File: config.mk
export PLATFORM = sky130hd
export DESIGN_NAME = sprite_mixer
export DESIGN_NICKNAME = d
export VERILOG_FILES = /design/src/rtl/sprite_mixer.sv
export SDC_FILE = /design/constraint.sdc
export NUM_CORES = 1
export LEC_CHECK = 0
export ABC_AREA = 1
export CAP_MARGIN = 15
export CORE_ASPECT_RATIO = 0.9
export CORE_MARGIN = 5
export CORE_UTILIZATION = 45
export CTS_BUF_LIST = sky130_fd_sc_hd__clkbuf_2 sky130_fd_sc_hd__clkbuf_4 sky130_fd_sc_hd__clkbuf_8
export DETAILED_ROUTE_END_ITERATION = 16
export PLACE_DENSITY_LB_ADDON = 0.05
export SLEW_MARGIN = 20
export SYNTH_ARGS = -nofsm -noshare
export SYNTH_HDL_FRONTEND = slang
export SYNTH_SLANG_ARGS = --single-unit
File: constraint.sdc
create_clock -name clk -period 9.31 [get_ports clk]
set_input_delay 2.3275 -clock clk [delete_from_list [all_inputs] [get_ports clk]]
set_output_delay 2.3275 -clock clk [all_outputs]
set_load 0.05 [all_outputs]
File: src/rtl/sprite_mixer.sv
// Pipelined sprite compositor: per-frame shadowed sprite geometry, per-channel ROM
// addressing, colour-key transparency, index priority and channel-0 collision flags.
module sprite_mixer #(
    parameter int          NUM_SPR = 4,
    parameter int          ADDR_W  = 14,
    parameter int          DIM_W   = 7,
    parameter int          ROM_LAT = 1,
    parameter logic [11:0] KEY     = 12'h428
) (
    input  logic                        clk,
    input  logic                        reset,
    input  logic                        pix_valid,
    input  logic [9:0]                  col_addr,
    input  logic [8:0]                  row_addr,
    input  logic [11:0]                 bg_pixel,
    input  logic                        frame_start,
    input  logic [NUM_SPR-1:0]          spr_en,
    input  logic [NUM_SPR*10-1:0]       spr_x,
    input  logic [NUM_SPR*9-1:0]        spr_y,
    input  logic [NUM_SPR*DIM_W-1:0]    spr_w,
    input  logic [NUM_SPR*DIM_W-1:0]    spr_h,
    output logic [NUM_SPR*ADDR_W-1:0]   rom_addr,
    input  logic [NUM_SPR*12-1:0]       rom_data,
    output logic [11:0]                 pix_out,
    output logic                        pix_out_valid,
    output logic [NUM_SPR-1:0]          hit_flags
);

    localparam int PW = (9 + DIM_W + 1 > ADDR_W) ? 9 + DIM_W + 1 : ADDR_W;

    logic [NUM_SPR-1:0]        sh_en_reg;
    logic [NUM_SPR*10-1:0]     sh_x_reg;
    logic [NUM_SPR*9-1:0]      sh_y_reg;
    logic [NUM_SPR*DIM_W-1:0]  sh_w_reg;
    logic [NUM_SPR*DIM_W-1:0]  sh_h_reg;

    logic [NUM_SPR-1:0]        cov_next;
    logic [NUM_SPR*ADDR_W-1:0] addr_next;

    // Index 0 is the Stage A register; index ROM_LAT lines up with rom_data.
    logic [NUM_SPR-1:0]        cov_pipe [0:ROM_LAT];
    logic [11:0]               bg_pipe  [0:ROM_LAT];
    logic [ROM_LAT:0]          val_pipe;

    logic [NUM_SPR-1:0]        opaque;
    logic [NUM_SPR-1:0]        hit_now;
    logic [11:0]               mix_next;
    logic [NUM_SPR-1:0]        acc_reg;

    for (genvar gi = 0; gi < NUM_SPR; gi++) begin : g_chan
        logic [9:0]       x;
        logic [8:0]       y;
        logic [DIM_W-1:0] w;
        logic [DIM_W-1:0] h;
        logic [10:0]      x_end;
        logic [9:0]       y_end;
        logic             in_x;
        logic             in_y;
        logic [PW-1:0]    offset;

        assign x = sh_x_reg[gi*10 +: 10];
        assign y = sh_y_reg[gi*9 +: 9];
        assign w = sh_w_reg[gi*DIM_W +: DIM_W];
        assign h = sh_h_reg[gi*DIM_W +: DIM_W];

        // Widened end coordinates keep sprites at the right/bottom edge from wrapping.
        assign x_end = {1'b0, x} + 11'(w);
        assign y_end = {1'b0, y} + 10'(h);
        assign in_x  = (col_addr >= x) && ({1'b0, col_addr} < x_end);
        assign in_y  = (row_addr >= y) && ({1'b0, row_addr} < y_end);

        assign cov_next[gi] = sh_en_reg[gi] && in_x && in_y;
        assign offset       = PW'(row_addr - y) * PW'(w) + PW'(col_addr - x);
        assign addr_next[gi*ADDR_W +: ADDR_W] = cov_next[gi] ? offset[ADDR_W-1:0] : '0;
    end

    always_comb begin
        opaque   = '0;
        mix_next = bg_pipe[ROM_LAT];
        hit_now  = '0;
        // Ascending scan so the highest opaque index overrides the rest.
        for (int i = 0; i < NUM_SPR; i++) begin
            opaque[i] = cov_pipe[ROM_LAT][i] && (rom_data[i*12 +: 12] != KEY);
            if (opaque[i]) begin
                mix_next = rom_data[i*12 +: 12];
            end
        end
        if (val_pipe[ROM_LAT] && opaque[0]) begin
            hit_now = opaque;
        end
        hit_now[0] = 1'b0;
    end

    always_ff @(posedge clk or posedge reset) begin
        if (reset) begin
            sh_en_reg     <= '0;
            sh_x_reg      <= '0;
            sh_y_reg      <= '0;
            sh_w_reg      <= '0;
            sh_h_reg      <= '0;
            rom_addr      <= '0;
            val_pipe      <= '0;
            for (int k = 0; k <= ROM_LAT; k++) begin
                cov_pipe[k] <= '0;
                bg_pipe[k]  <= '0;
            end
            pix_out       <= '0;
            pix_out_valid <= 1'b0;
            hit_flags     <= '0;
            acc_reg       <= '0;
        end else begin
            if (frame_start) begin
                sh_en_reg <= spr_en;
                sh_x_reg  <= spr_x;
                sh_y_reg  <= spr_y;
                sh_w_reg  <= spr_w;
                sh_h_reg  <= spr_h;
            end

            rom_addr    <= addr_next;
            cov_pipe[0] <= cov_next;
            bg_pipe[0]  <= bg_pixel;
            val_pipe[0] <= pix_valid;
            for (int k = 1; k <= ROM_LAT; k++) begin
                cov_pipe[k] <= cov_pipe[k-1];
                bg_pipe[k]  <= bg_pipe[k-1];
                val_pipe[k] <= val_pipe[k-1];
            end

            pix_out_valid <= val_pipe[ROM_LAT];
            if (val_pipe[ROM_LAT]) begin
                pix_out <= mix_next;
            end

            // Hits landing in the frame_start cycle still belong to the closing frame.
            if (frame_start) begin
                hit_flags <= acc_reg | hit_now;
                acc_reg   <= '0;
            end else begin
                acc_reg   <= acc_reg | hit_now;
            end
        end
    end

endmodule

Run 1, signal wires by layer:
Bar = 100 um.
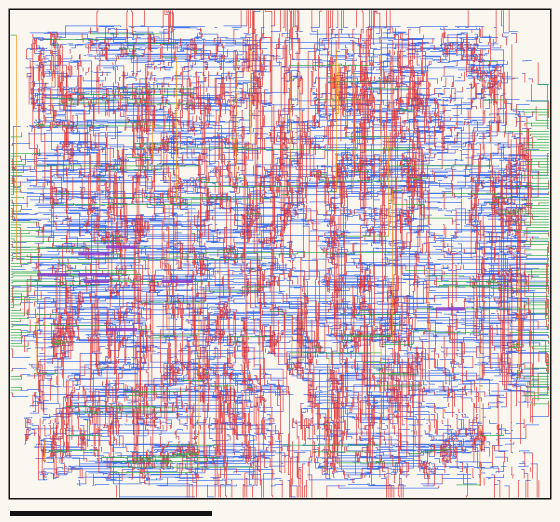
| color | layer | wire length |
|---|---|---|
| blue | metal 1 | 38.2 mm |
| orange | metal 4 | 1,700 um |
| red | metal 2 | 34.4 mm |
| purple | metal 5 | 107 um |
| green | metal 3 | 4,800 um |
routed via count: 22,600
All-Layer GR Usage: 24.5%
Routed WL: 79,200 um
Wirelength per Cell: 17.5 um

Run 1, logic cells by family:
Bar = 100 um.
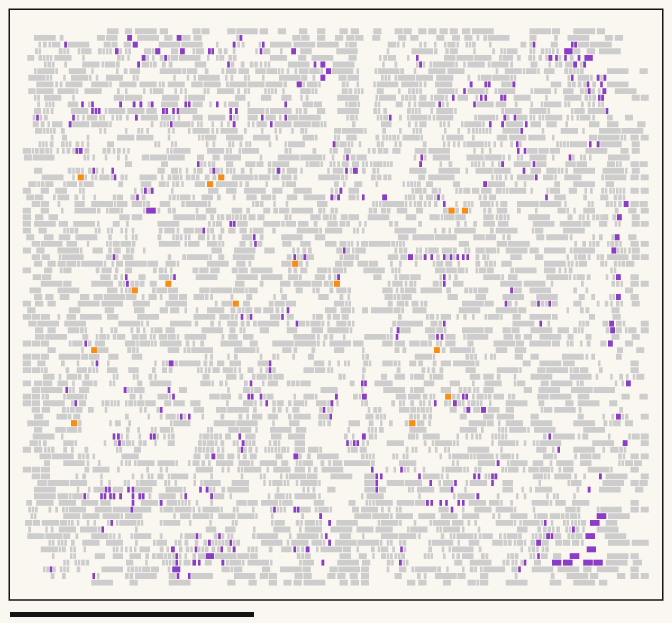
| color | family | cells |
|---|---|---|
| orange | non-inverting ao/oa cells | 15 |
| purple | nor cells | 324 |

Run 1, local utilization:
The die is cut into 27 by 24 equal tiles; dark blue is low, red is high, 0 to 100% covered.
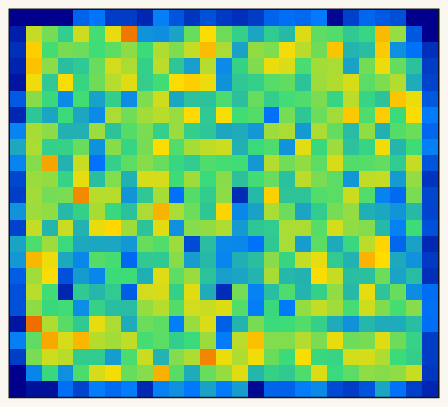
nearly empty tiles: 1.7%
tiles over 75% full: 4.3%
fullest tile: 87%
mean over tiles: 47%
fp util: 45.6%
CORE AREA: 58,600 um^2
Final Util: 53.8%

Run 1, clock wires, drivers and flops:
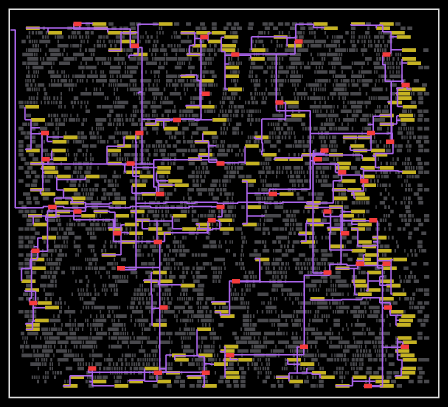
[purple] clock wires | length: 4,730 um
[yellow] flip-flops | count: 245
[red] clock drivers | count: 48
routed clock nets: 49
Clock net power: 1230 uW
clock share of power: 11.8%
Clock Skew: 0.0206 ns
clk latency late pin: 0.63 ns

## run 1: placed cells by master, fill, tap and decap left out, types with 5 or more instances in the layout
master	n
clkbuf_4	12
or2_2	9
mux2_2	37
dfrtp_1	245
a31oi_1	18
o21bai_1	14
clkbuf_8	62
nor2_2	15
xnor2_1	45
a21oi_1	151
clkinv_2	10
nor3_1	16
ha_1	316
xor2_1	92
inv_2	6
nor4_1	15
clkdlybuf4s50_1	289
nand3_1	135
buf_4	12
inv_1	728
a21o_1	10
nand4_1	20
nand2_2	13
o21a_1	5
nor2_1	264
fa_1	224
nor2_4	10
diode_2	6
o2111ai_1	10
o21ai_0	155
o211ai_1	17
nand2_1	740
## run 1: final cells by class
type	instances	share of cell area, %
antenna	6	0.0476
clock buffer	73	2.95
clock inverter	13	0.444
inverter	736	8.78
multi-input combinational	2367	55.7
sequential	245	19.4
tap	774	3.07
timing repair buffer	303	9.56
## run 1: worst min path at each step
stage	start	to	slack (ns)	cells after the start
finish	bg_pipe[15]$_DFF_PP0_	bg_pipe[3]$_DFF_PP0_	0.34	0
detailed placement	bg_pipe[18]$_DFF_PP0_	bg_pipe[6]$_DFF_PP0_	0.34	0
floorplan	bg_pipe[12]$_DFF_PP0_	bg_pipe[0]$_DFF_PP0_	0.33	0
CTS	bg_pipe[15]$_DFF_PP0_	bg_pipe[3]$_DFF_PP0_	0.35	0
global route	bg_pipe[15]$_DFF_PP0_	bg_pipe[3]$_DFF_PP0_	0.36	0
global placement	bg_pipe[18]$_DFF_PP0_	bg_pipe[6]$_DFF_PP0_	0.33	0
## run 1: critical path: cells and delay by family
kind                       cells  cell delay (ns)
AOI/OAI and AO/OA              2             0.47
and+or+nand+nor               13             1.40
adders and majority gates      6             2.68
buffers and inverters          7             1.56
xor gates and xnor gates       1             0.17
==> notes.md, run 1 <==
fresh numbers from the pnr run: number of global-route vias before repair=22,900, first-pass GRT wire length=125,000 um, Cell Type Count=51, CP startpoint=row_addr[1], XOR/XNOR Area Share=4.49%, area reported by Yosys stat=26,700 um^2, worst vdd ir=0.000394 V, ys cells=3,407, main flop type=dfrtp_1, Max Cap Viol=0, crit start category=primary input, nets@finish=4,460, fraction of registers with async set or reset after synthesis=100%, busiest grt layer=met2, Die H=241 um, highest metal layer with signal wires=met5, Num CTS Buffers=48, Root Driver=clkbuf_8, Reg2Reg Launch Point=sh_x_reg[10]$_DFFE_PP0P_, reg-to-reg endpoint=rom_addr[27]$_DFF_PP0_, Seq. pwr=1280 uW, setup TNS=0 ns, met3 wire length=4800 um, Synth Seq Share=22.9%, Pint=4870 uW, GR Util met3=4.57%, Psw=5550 uW, initial antenna violation count=11, met2 Track Usage GR=37.9%, setup ws final=1.19 ns, Chip Footprint=64,400 um^2, IO buf count=290, Final min period=8.12 ns, CTS tree=done, DR pass1 iterations=5, # hold bufs at CTS=0, Largest cells by area=dfrtp_1, fa_1, ha_1, crit path DRT=9.81 ns, worst path arrival time=8.62 ns, Least-Margin Pin Slew=0.945 ns, CP endpoint kind=flip-flop, WS Path Type=in -> reg, post-route insts no fill=4,517, clock transition at the registers of the reported paths=0.06 ns, met2 WL post-DR=34,400 um, ANT nets after route=0, MUX share of area=1.56%, Area leader share=22.9%, yosys aoi share=8.52%, cycle use final=87.2%, Ys Warns=0, # fillers=5,643, # IOs=292, hpwl dp=64,100 um, Placer Congestion=0.922, die width=267 um, syn_nets=4,166, register area=6130 um^2, Rel. slew slack=37.0%, met1 Usage GRT=36.1%, fa+ha+maj area frac=31.6%, fin area=31,500 um^2, DRC viols=0, Tool Warnings=38, Hold WS=0.344 ns, vias per std cell=5.01, Site Rows=84, Simple Share, Synth=19.6%, P per Cell Area=330 nW/um^2, Max Freq=0.123 GHz, RSZ-0062 raised after global routing=false, leakage=0.0167 uW, Seq pwr share=12.3%, Clock Tree Buf Depth=3, synth cell count leaders=nand2_1, inv_1, ha_1, Post-synth EDFFs=0, Sinks on Clock Net=245, layout cells sized above 1=5.67%, Synth area leader=dfrtp_1, outcome=finished clean, Post-Synthesis Cell Area=26,700 um^2, # setup viols final=0, Main power group=combinational cells, Fin. Hold Viols=0, synthesized flop and latch total=245, Placed Area=30,500 um^2, worst reg2reg path depth=28, Syn Inst Count=3,407, postcts setup bufs=0, Slowest-stage cell, CP=clkdlybuf4s50_1, initial DRC count=1,245, CP max FO=9, Logic pwr share=75.9%, Synth Area per Inst=7.85 um^2, Remaining Overflow, GRT=0, Largest stage delay, worst path=0.84 ns, met1 WL=38,200 um, count leader, synth=nand2_1, P_comb=7910 uW, total power draw=10,400 uW, main logic family after synthesis=adder cells, largest net degree at the start of global routing=141, max reg flops=56, Layout area overhead=18.0%, most frequent cell on the critical path=nand2_1, H-Tree Level Count=2, setup slack, reg-to-reg=3.45 ns, Net Sw Frac=53.2%, Hold WC Path Type=reg -> reg, Slew Viols, Final=0, cell count after placement=4,425, Placement Setup Slack=0.572 ns, # resized after CTS=0, Comb area=17,600 um^2, crit path to=rom_addr[53]$_DFF_PP0_
Run 1, congestion heat map:
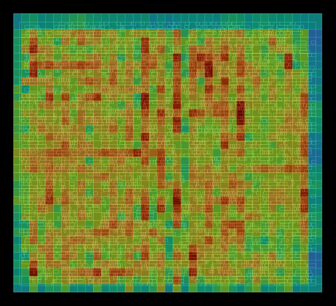

--- run 2 (diff from run 1) ---
Settings changed: CELL_PAD_IN_SITES_DETAIL_PLACEMENT set to 2, CELL_PAD_IN_SITES_GLOBAL_PLACEMENT set to 2, CORE_UTILIZATION 45 to 32.
Run 2, congestion heat map:
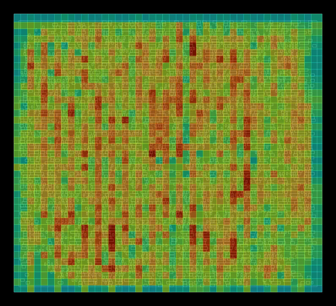
met1 Usage GRT: 29.3%
All-Layer GR Usage: 22.0%
Final Util: 38.8%
GR Util met3: 3.34%
busiest grt layer: met2

Run 2, clock wires, drivers and flops:
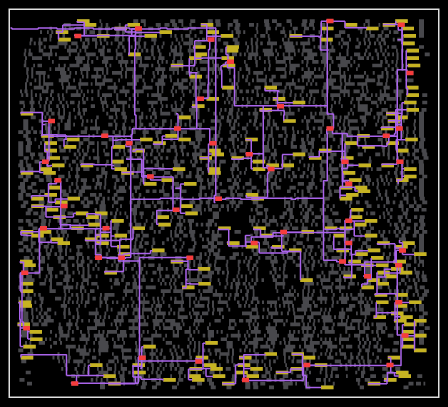
[purple] clock wires | length: 5,430 um
[yellow] flip-flops | count: 245
[red] clock drivers | count: 51
routed clock nets: 52
flops lie: widely spread
clock share of power: 12.0%
Clock net power: 1310 uW
clk latency late pin: 0.67 ns
Clock Skew: 0.0474 ns

Run 2, logic cells by family:
Bar = 100 um.
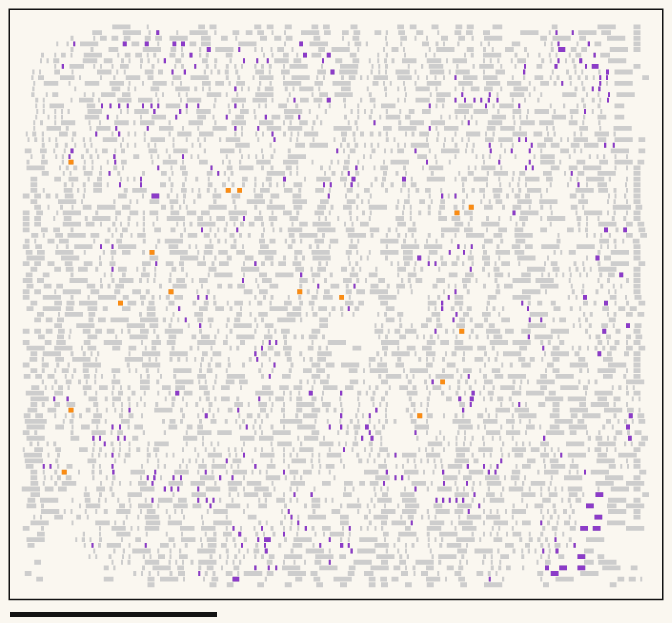
| color | family | cells |
|---|---|---|
| orange | non-inverting ao/oa cells | 15 |
| purple | nor cells | 324 |
Top cell excl fill/tap: nand2_1
logic share of the area: 54.7%

==> run 2 against run 1 <==
  * Cell area is 1.8% higher
  * Flip-flop count stayed put
  * Final cell count grew 7.9%
  * Core utilization down 15 points
  * Sequential share of layout area shrank 0.35 points
  * Via count rose by 3.8%
  * Count of clock-buffer cells in the layout grew 3
  * Wire length rose by 26%
  * Setup slack got worse by 0.096 ns
  * Clock power grew 7%
  * Non-clock buffer count grew 11
  * Critical path type unchanged
  * Synthesized area did not move
==> notes.md, run 2 <==
fresh numbers from the pnr run: CP max FO=7, Largest cells by area=dfrtp_1, fa_1, ha_1, Main power group=combinational cells, Routed WL=99,600 um, # hold bufs at CTS=0, total power draw=10,900 uW, Pint=4960 uW, max reg flops=56, initial antenna violation count=10, syn_nets=4,166, setup TNS=0 ns, cycle use final=88.2%, cell count after placement=4,784, Synth Seq Share=22.9%, crit start category=primary input, Least-Margin Pin Slew=1.12 ns, fraction of registers with async set or reset after synthesis=100%, Clock Tree Buf Depth=3, Cell Type Count=51, Post-synth EDFFs=0, first-pass GRT wire length=155,000 um, initial DRC count=956, CP endpoint kind=flip-flop, hpwl dp=82,400 um, ys cells=3,407, Max Freq=0.122 GHz, Remaining Overflow, GRT=0, Layout area overhead=20.1%, post-route insts no fill=4,876, synthesized flop and latch total=245, Final min period=8.21 ns, DRC viols=0, P_comb=8310 uW, main flop type=dfrtp_1, Site Rows=100, Tool Warnings=32, setup ws final=1.10 ns, DR pass1 iterations=5, Placer Congestion=0.867, Post-Synthesis Cell Area=26,700 um^2, # fillers=9,569, CORE AREA=82,800 um^2, die width=315 um, Placement Setup Slack=0.426 ns, WS Path Type=in -> reg, Root Driver=clkbuf_8, Synth Area per Inst=7.85 um^2, most frequent cells in the layout=nand2_1, inv_1, ha_1, clkdlybuf4s50_1, nor2_1, area reported by Yosys stat=26,700 um^2, Seq pwr share=11.8%, layout cells sized above 1=6.05%, Logic pwr share=76.2%, Rel. slew slack=25.3%, clock transition at the registers of the reported paths=0.06 ns, Hold WC Path Type=reg -> reg, count leader, synth=nand2_1, Placed Area=31,000 um^2, Chip Footprint=89,500 um^2, Hold WS=0.337 ns, synth cell count leaders=nand2_1, inv_1, ha_1, vias per std cell=4.82, Synth area leader=dfrtp_1, fin area=32,100 um^2, Die H=284 um, # IOs=292, fp util=32.3%, CTS tree=done, IO buf count=290, Syn Inst Count=3,407, RSZ-0062 raised after global routing=false, worst vdd ir=0.000219 V, # resized after CTS=0, Largest stage delay, worst path=0.54 ns, routed via count=23,500, Sinks on Clock Net=245, Psw=5950 uW, Seq. pwr=1290 uW, setup slack, reg-to-reg=3.24 ns, number of global-route vias before repair=26,900, Net Sw Frac=54.5%, H-Tree Level Count=2, ANT nets after route=0, Fin. Hold Viols=0, crit path DRT=9.81 ns, Max Cap Viol=0, Slew Viols, Final=0, postcts setup bufs=0, # setup viols final=0, worst path arrival time=8.72 ns, nets@finish=4,474, outcome=finished clean, Slowest-stage cell, CP=fa_1, largest net degree at the start of global routing=150, Area leader share=22.9%, Wirelength per Cell=20.4 um, Ys Warns=0, leakage=0.0168 uW, Num CTS Buffers=51, P per Cell Area=340 nW/um^2
## run 2: cells by family after synthesis
group,count (synthesis),synth area share (%)
other cells,1,0.0140
xor+xnor,137,4.49
buf+inv,795,11.4
mux,37,1.56
fa+ha+maj,540,31.6
compound gates,400,8.52
simple gates,1252,19.6
flops,245,22.9
## run 2: routing by layer
metal	routed length (um)	GRT usage [%]	share of wire, %
met2	47300	38.0	48
met4	2030	4.62	2.0
met1	46400	29.3	47
met3	3730	3.34	3.7
met5	54	0	0.054
## run 2: cell type report
class	count	area (um^2)	area share [%]
Antenna cell	2	5.00	0.0156
Clock buffer	76	1020	3.18
Clock inverter	14	123	0.382
Inverter	736	2770	8.62
Multi-Input combinational cell	2367	17600	54.7
Timing Repair Buffer	314	3100	9.65
Sequential cell	245	6130	19.1
Tap cell	1122	1400	4.37
## run 2: worst paths after layout
| path | endpoint | from | cells past startpoint |
|---|---|---|---|
| hold reg to reg | bg_pipe[10]$_DFF_PP0_ | bg_pipe[22]$_DFF_PP0_ | 0 |
| setup reg to reg | rom_addr[11]$_DFF_PP0_ | sh_y_reg[0]$_DFFE_PP0P_ | 27 |
| max in group asynchronous | sh_y_reg[26]$_DFFE_PP0P_ | reset | 3 |
| setup / recovery | rom_addr[11]$_DFF_PP0_ | row_addr[0] | 29 |
| hold / removal | bg_pipe[10]$_DFF_PP0_ | bg_pipe[22]$_DFF_PP0_ | 0 |
| min in group asynchronous | sh_w_reg[6]$_DFFE_PP0P_ | reset | 2 |
## run 2: worst max-delay path, delay by kind of cell
| family | cells | cell delay, ns |
|---|---|---|
| xor+xnor | 1 | 0.23 |
| compound gates | 5 | 0.92 |
| buf+inv | 7 | 1.35 |
| fa+ha+maj | 7 | 2.84 |
| simple gates | 9 | 1.04 |
No activity file was given, so power comes from the tool's default toggle rates.
